Wire density map:
The die is cut into 19 by 19 equal tiles; white is low, dark blue is high, scaled to the fullest tile. Values are wire area over tile area, all layers added.
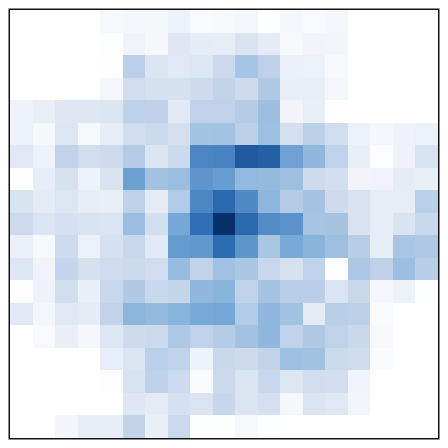
Gate families picked out:
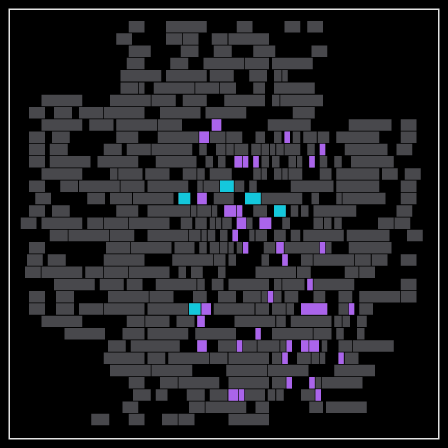
Clock routing:
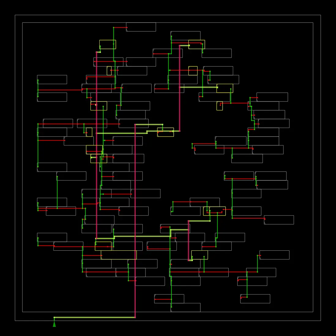
==> config.mk <==
export PLATFORM = sky130hd
export DESIGN_NAME = bcd_seg_scanner
export DESIGN_NICKNAME = d
export VERILOG_FILES = /design/src/rtl/bcd_seg_scanner.sv
export SDC_FILE = /design/constraint.sdc
export NUM_CORES = 1
export LEC_CHECK = 0
export CORE_MARGIN = 2
export CORE_UTILIZATION = 46
export DETAILED_ROUTE_END_ITERATION = 8
export PLACE_DENSITY = 0.78
export SLEW_MARGIN = 20
export SYNTH_ARGS = -nofsm -noshare
export SYNTH_HDL_FRONTEND = slang
export SYNTH_SLANG_ARGS = --single-unit
==> constraint.sdc <==
create_clock -name clk -period 3.3 [get_ports clk]
set_input_delay 0.99 -clock clk [delete_from_list [all_inputs] [get_ports clk]]
set_output_delay 0.99 -clock clk [all_outputs]
set_load 0.02 [all_outputs]
==> deck_impl_summary.md <==
Synthesis and Place & Route Summary

Yosys
  • Synth Cell Area: about 3800 sq um
  • And-or/or-and share of the synthesized area: just over 8%
  • Leading register cell type out of synthesis: sky130_fd_sc_hd__dfrtp_1
  • Post-synthesis async set-or-reset flop share: 100%
  • Largest type area fraction: 45.5%

Pwr
  • Clk power: 0.000705 W
  • Reported leakage power: a little over 2 nW
  • Combinational share of power: between 5 and 6%
  • Sw Share: about a fifth

Clock tree
  • CTS tree: done
  • Quantity of gates resized following cts: 0
  • Quantity of hold-fixing buffers added after cts: 0

Worst setup path
  • Crit path largest cell delay: a little under 800 ps
  • Cell count along the critical path: 6

Status
  • Run status: complete, no violations

Drt
  • DRT Pass-1 Iters: 4

Placed design
  • Post-detailed-placement half-perimeter wirelength: about 5.0 mm

Finish
  • Final Instance Area: ~4600 sq um

Global routing
  • Pin count of the biggest net entering global routing: approximately 84

STA
  • Headroom to the max-slew limit: around two fifths
  • Final worst setup slack: roughly 660 ps
  • Final count of hold timing violations: 0
  • Max Clock Freq: 0.379 GHz
-- 'wire density map' (at the start) --
The emptiest ninth of the die: upper right. The mean over all tiles is 0.13. The densest ninth of the die: center. The fullest tile reaches 0.70. 6.4% of the tiles are over half the peak.
routed len/inst: 15.3 um
total vias in the final route: 2,528
global-route total usage across every layer: 17.8%
overall routed net length: 7.12 mm

-- 'gate families picked out' (at the start) --
Key: non-inverting ao/oa cells = cyan [cells 5, where center]; nor cells = purple [cells 37]
final non-filler cell total: 467
fraction of standard cell area in multi-input logic: 35.1%

-- 'clock routing' (at the start) --
Clock Skews: 7.78 ps
number of clock buffers in the layout: 11
CTS Sinks: 83

Power and IR drop assume default switching activity.
